Figure 1. Wires at chosen ports, followed through buffers.
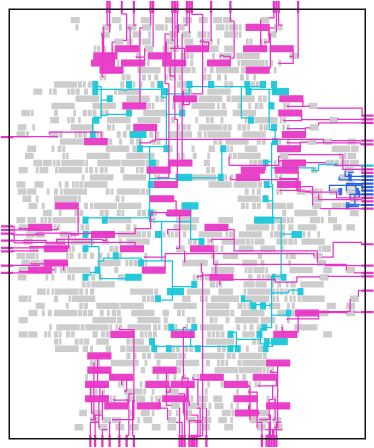
Figure 2. Cell outlines without signal wires.
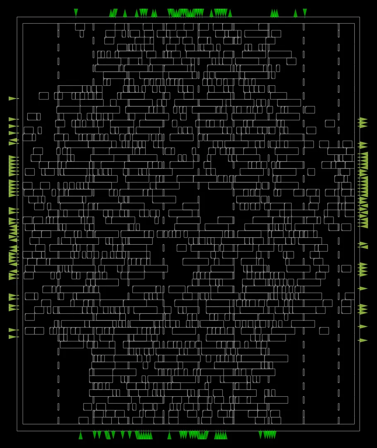
Figure 3. Pin map.
Pins as bars across the die edge, other pins in gray.
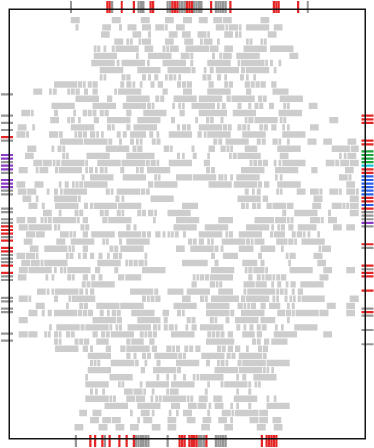
Figure 4. Wiring by layer.
Bar = 50 µm.
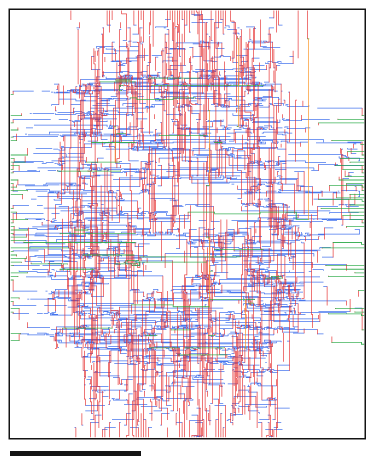
Figure 5. Routed clock nets over the placement.
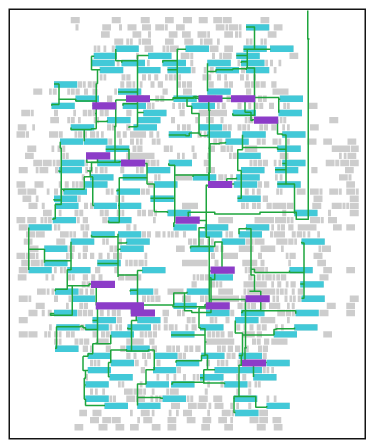
**config.mk**
```make
export PLATFORM = sky130hd
export DESIGN_NAME = xor_decrypt
export DESIGN_NICKNAME = d
export VERILOG_FILES = /design/src/rtl/xor_decrypt.sv
export SDC_FILE = /design/constraint.sdc
export NUM_CORES = 1
export LEC_CHECK = 0
export ABC_AREA = 1
export CAP_MARGIN = 30
export CORE_AREA = 2 2 133 161
export CTS_CLUSTER_SIZE = 28
export DETAILED_ROUTE_END_ITERATION = 8
export DIE_AREA = 0 0 135 163
export MAX_ROUTING_LAYER = met4
export SLEW_MARGIN = 20
export SYNTH_ARGS = -nofsm -noshare
export SYNTH_HDL_FRONTEND = slang
export SYNTH_SLANG_ARGS = --single-unit
```
**constraint.sdc**
```tcl
create_clock -name clk -period 8.75 [get_ports clk]
set_input_delay 1.75 -clock clk [delete_from_list [all_inputs] [get_ports clk]]
set_output_delay 1.75 -clock clk [all_outputs]
set_load 0.1 [all_outputs]
```
**src/rtl/xor_decrypt.sv**
```systemverilog
// xor_decrypt: byte-serial XOR decryptor (receive-side counterpart of the
// XOR encryptor). Waits for both shift-in counters to report full, snapshots
// ciphertext and key, then recovers one KEY_WIDTH chunk per enabled clock,
// LSB chunk first.
//
// Optional build macro: CHECKSUM_EN adds oChecksum, the running XOR of all
// plaintext chunks written in the current run.
//
// Ports:
//   clk                      system clock, rising edge
//   rst                      asynchronous active-high reset
//   ena                      block enable; low freezes all state
//   iCiphertext              ciphertext, chunk k = bits [8k+7:8k]
//   iKey                     XOR key
//   iCiphertext_bit_counter  ciphertext shift-in count, full at MSG_WIDTH
//   iKey_bit_counter         key shift-in count, full at KEY_WIDTH
//   decryption_status        high while decrypting (and in the DONE cycle)
//   oDone                    one-cycle pulse after the last chunk is written
//   oPlaintext_counter       chunks completed, 0..NUM_CHUNKS
//   oPlaintext               recovered plaintext
//   oChecksum                (CHECKSUM_EN only) XOR of written chunks
module xor_decrypt #(
    parameter int MSG_WIDTH = 64,
    parameter int KEY_WIDTH = 8
) (
    input  logic                                   clk,
    input  logic                                   rst,
    input  logic                                   ena,
    input  logic [MSG_WIDTH-1:0]                   iCiphertext,
    input  logic [KEY_WIDTH-1:0]                   iKey,
    input  logic [$clog2(MSG_WIDTH):0]             iCiphertext_bit_counter,
    input  logic [$clog2(KEY_WIDTH):0]             iKey_bit_counter,
    output logic                                   decryption_status,
    output logic                                   oDone,
    output logic [$clog2(MSG_WIDTH/KEY_WIDTH):0]   oPlaintext_counter,
    output logic [MSG_WIDTH-1:0]                   oPlaintext
`ifdef CHECKSUM_EN
    ,
    output logic [KEY_WIDTH-1:0]                   oChecksum
`endif
);

    localparam int NUM_CHUNKS = MSG_WIDTH / KEY_WIDTH;
    localparam int CW = $clog2(MSG_WIDTH) + 1;
    localparam int KW = $clog2(KEY_WIDTH) + 1;
    localparam int PW = $clog2(NUM_CHUNKS) + 1;

    typedef enum logic [1:0] {IDLE, RUN, DONE, HOLD} state_t;

    state_t                 state_q, state_d;
    logic [MSG_WIDTH-1:0]   snap_ct_q, snap_ct_d;
    logic [KEY_WIDTH-1:0]   snap_key_q, snap_key_d;
    logic [MSG_WIDTH-1:0]   pt_d;
    logic [PW-1:0]          cnt_d;
    logic                   done_d;
    logic                   status_d;
    logic [KEY_WIDTH-1:0]   chunk;
    logic                   full;
`ifdef CHECKSUM_EN
    logic [KEY_WIDTH-1:0]   chk_d;
`endif

    // Values above full (e.g. 65..127) are deliberately not treated as full.
    assign full = (iCiphertext_bit_counter == CW'(MSG_WIDTH)) &&
                  (iKey_bit_counter == KW'(KEY_WIDTH));

    always_comb begin
        state_d    = state_q;
        snap_ct_d  = snap_ct_q;
        snap_key_d = snap_key_q;
        pt_d       = oPlaintext;
        cnt_d      = oPlaintext_counter;
        done_d     = oDone;
        status_d   = decryption_status;
        chunk      = '0;
`ifdef CHECKSUM_EN
        chk_d      = oChecksum;
`endif
        case (state_q)
            IDLE: begin
                if (full) begin
                    snap_ct_d  = iCiphertext;
                    snap_key_d = iKey;
                    pt_d       = '0;
                    cnt_d      = '0;
                    status_d   = 1'b1;
`ifdef CHECKSUM_EN
                    chk_d      = '0;
`endif
                    state_d    = RUN;
                end
            end
            RUN: begin
                // Constant-index select per chunk keeps the write decoder simple.
                for (int unsigned k = 0; k < NUM_CHUNKS; k++) begin
                    if (32'(oPlaintext_counter) == k) begin
                        chunk = snap_ct_q[k*KEY_WIDTH +: KEY_WIDTH] ^ snap_key_q;
                        pt_d[k*KEY_WIDTH +: KEY_WIDTH] = chunk;
                    end
                end
`ifdef CHECKSUM_EN
                chk_d = oChecksum ^ chunk;
`endif
                cnt_d = oPlaintext_counter + PW'(1);
                if (oPlaintext_counter == PW'(NUM_CHUNKS - 1)) begin
                    done_d  = 1'b1;
                    state_d = DONE;
                end
            end
            DONE: begin
                done_d   = 1'b0;
                status_d = 1'b0;
                state_d  = HOLD;
            end
            HOLD: begin
                // Require the counters to drop before another run may start.
                if (!full) begin
                    state_d = IDLE;
                end
            end
            default: state_d = IDLE;
        endcase
    end

    always_ff @(posedge clk or posedge rst) begin
        if (rst) begin
            state_q            <= IDLE;
            snap_ct_q          <= '0;
            snap_key_q         <= '0;
            oPlaintext         <= '0;
            oPlaintext_counter <= '0;
            oDone              <= 1'b0;
            decryption_status  <= 1'b0;
`ifdef CHECKSUM_EN
            oChecksum          <= '0;
`endif
        end else if (ena) begin
            state_q            <= state_d;
            snap_ct_q          <= snap_ct_d;
            snap_key_q         <= snap_key_d;
            oPlaintext         <= pt_d;
            oPlaintext_counter <= cnt_d;
            oDone              <= done_d;
            decryption_status  <= status_d;
`ifdef CHECKSUM_EN
            oChecksum          <= chk_d;
`endif
        end
    end

endmodule

```
==> summary.txt <==
Results of the run.

The number of non-clock buffers in the layout is 161. The timing endpoint of the critical path is oPlaintext_counter[2]. The setup TNS is 0 ps. The number of pins exceeding their max-slew limit in the final report is 0.

The top cell family by delay on the critical path is buffers and inverters. The endpoint type of the worst setup path is an output pin. STA puts the critical path data required time at 7000 ps.

The layout has 22 clock buffers. After the flow finishes, the layout carries non-filler instances totaling roughly 1200. The hold buffer count at cts is 0. Looking at the VDD voltage map, the peak drop is 197.7 µV.

The longest clock path from root to sink contains 2 buffers. The flow measured a signed area growth from synthesis to layout of 32.61%. Sorting the synthesized cells by how often they occur yields 224 x sky130_fd_sc_hd__nand2_1, 144 x sky130_fd_sc_hd__dfrtp_1, 134 x sky130_fd_sc_hd__o21ai_0, 82 x sky130_fd_sc_hd__inv_1, 72 x sky130_fd_sc_hd__nand4_1. The power attributed to combinational cells is 0.662 mW. The synthesized instance count is 821. The final design instance area without fill is between 9000 and 10000 µm². The count of unique library cells instantiated by Yosys is 29. The setup slack on the worst flop-to-flop path is 6210 ps. The cell count in the Yosys report is 821.

The sequential-to-total area share from yosys stat is 50.98%. The largest net degree at the start of global routing is about 110. The run finished with clean final reports. The number of nets with antenna violations after detailed routing is 0. The worst hold path endpoint is oPlaintext[10]. The startpoint identified for the worst register-to-register timing path is state_q[0]. Setup repair after global routing left no endpoint under its margin. The met1 routed wirelength after detailed routing is 8818 µm. In this run the tightest slew margin relative to its limit is between 30% and 40%. The longest incremental delay of any stage on the critical path is reported as 1210 ps.

Per the layout area report, the combinational gate area comes to 2833 µm². Combinational cells account for 30.3% of the total power. The most used flip-flop cell after synthesis is sky130_fd_sc_hd__dfrtp_1. Yosys reports that the leading cell type by area covers 50.98% of the netlist area.
## Picture notes: Figure 1
Key: iCiphertext_bit_counter = blue [direction input, edge right, end cells 4, wire 89.5 µm]; oPlaintext = magenta [direction output, edge 21 bottom, 18 top, 16 right, 9 left, end cells 64, wire 2480 µm]; ena = cyan [direction input, edge right, end cells 72, wire 722 µm]
IO Port Bufs: 155
Boundary Pins: 156

## Picture notes: Figure 2
total number of sequential cells: 144
tapcell count: 270

## Picture notes: Figure 3
Key: iCiphertext_bit_counter = blue [pins 7, direction input, edge right]; ena = cyan [pins 1, direction input, edge right]; oPlaintext = red [pins 64, direction output, edge 21 bottom, 18 top, 16 right, 9 left]; iKey = purple [pins 8, direction input, edge 7 left, 1 right]; iKey_bit_counter = green [pins 4, direction input, edge right]
Die Width: 135 µm
die extent in y: 163 µm

## Picture notes: Figure 4
Key: metal 2 = red [wire length 9090 µm]; metal 3 = green [wire length 1050 µm]; metal 1 = blue [wire length 8820 µm]; metal 4 = orange [wire length 189 µm]
Wirelength per Cell: 15.52 µm
number of vias after detailed routing: 5972
overall global routing resource usage: 18.25%

## Picture notes: Figure 5
Key: flip-flops = cyan [count 144]; clock drivers = purple [count 17]; clock wires = green [length 1860 µm]
There are 18 routed clock nets.
clock tree skew after final layout: 5.693 ps
Clk power: 0.813 mW
latest clock arrival within the worst-skew pair: 410 ps
proportion of power drawn by the clock network: 37.2%

No activity file was given, so power comes from the tool's default toggle rates.
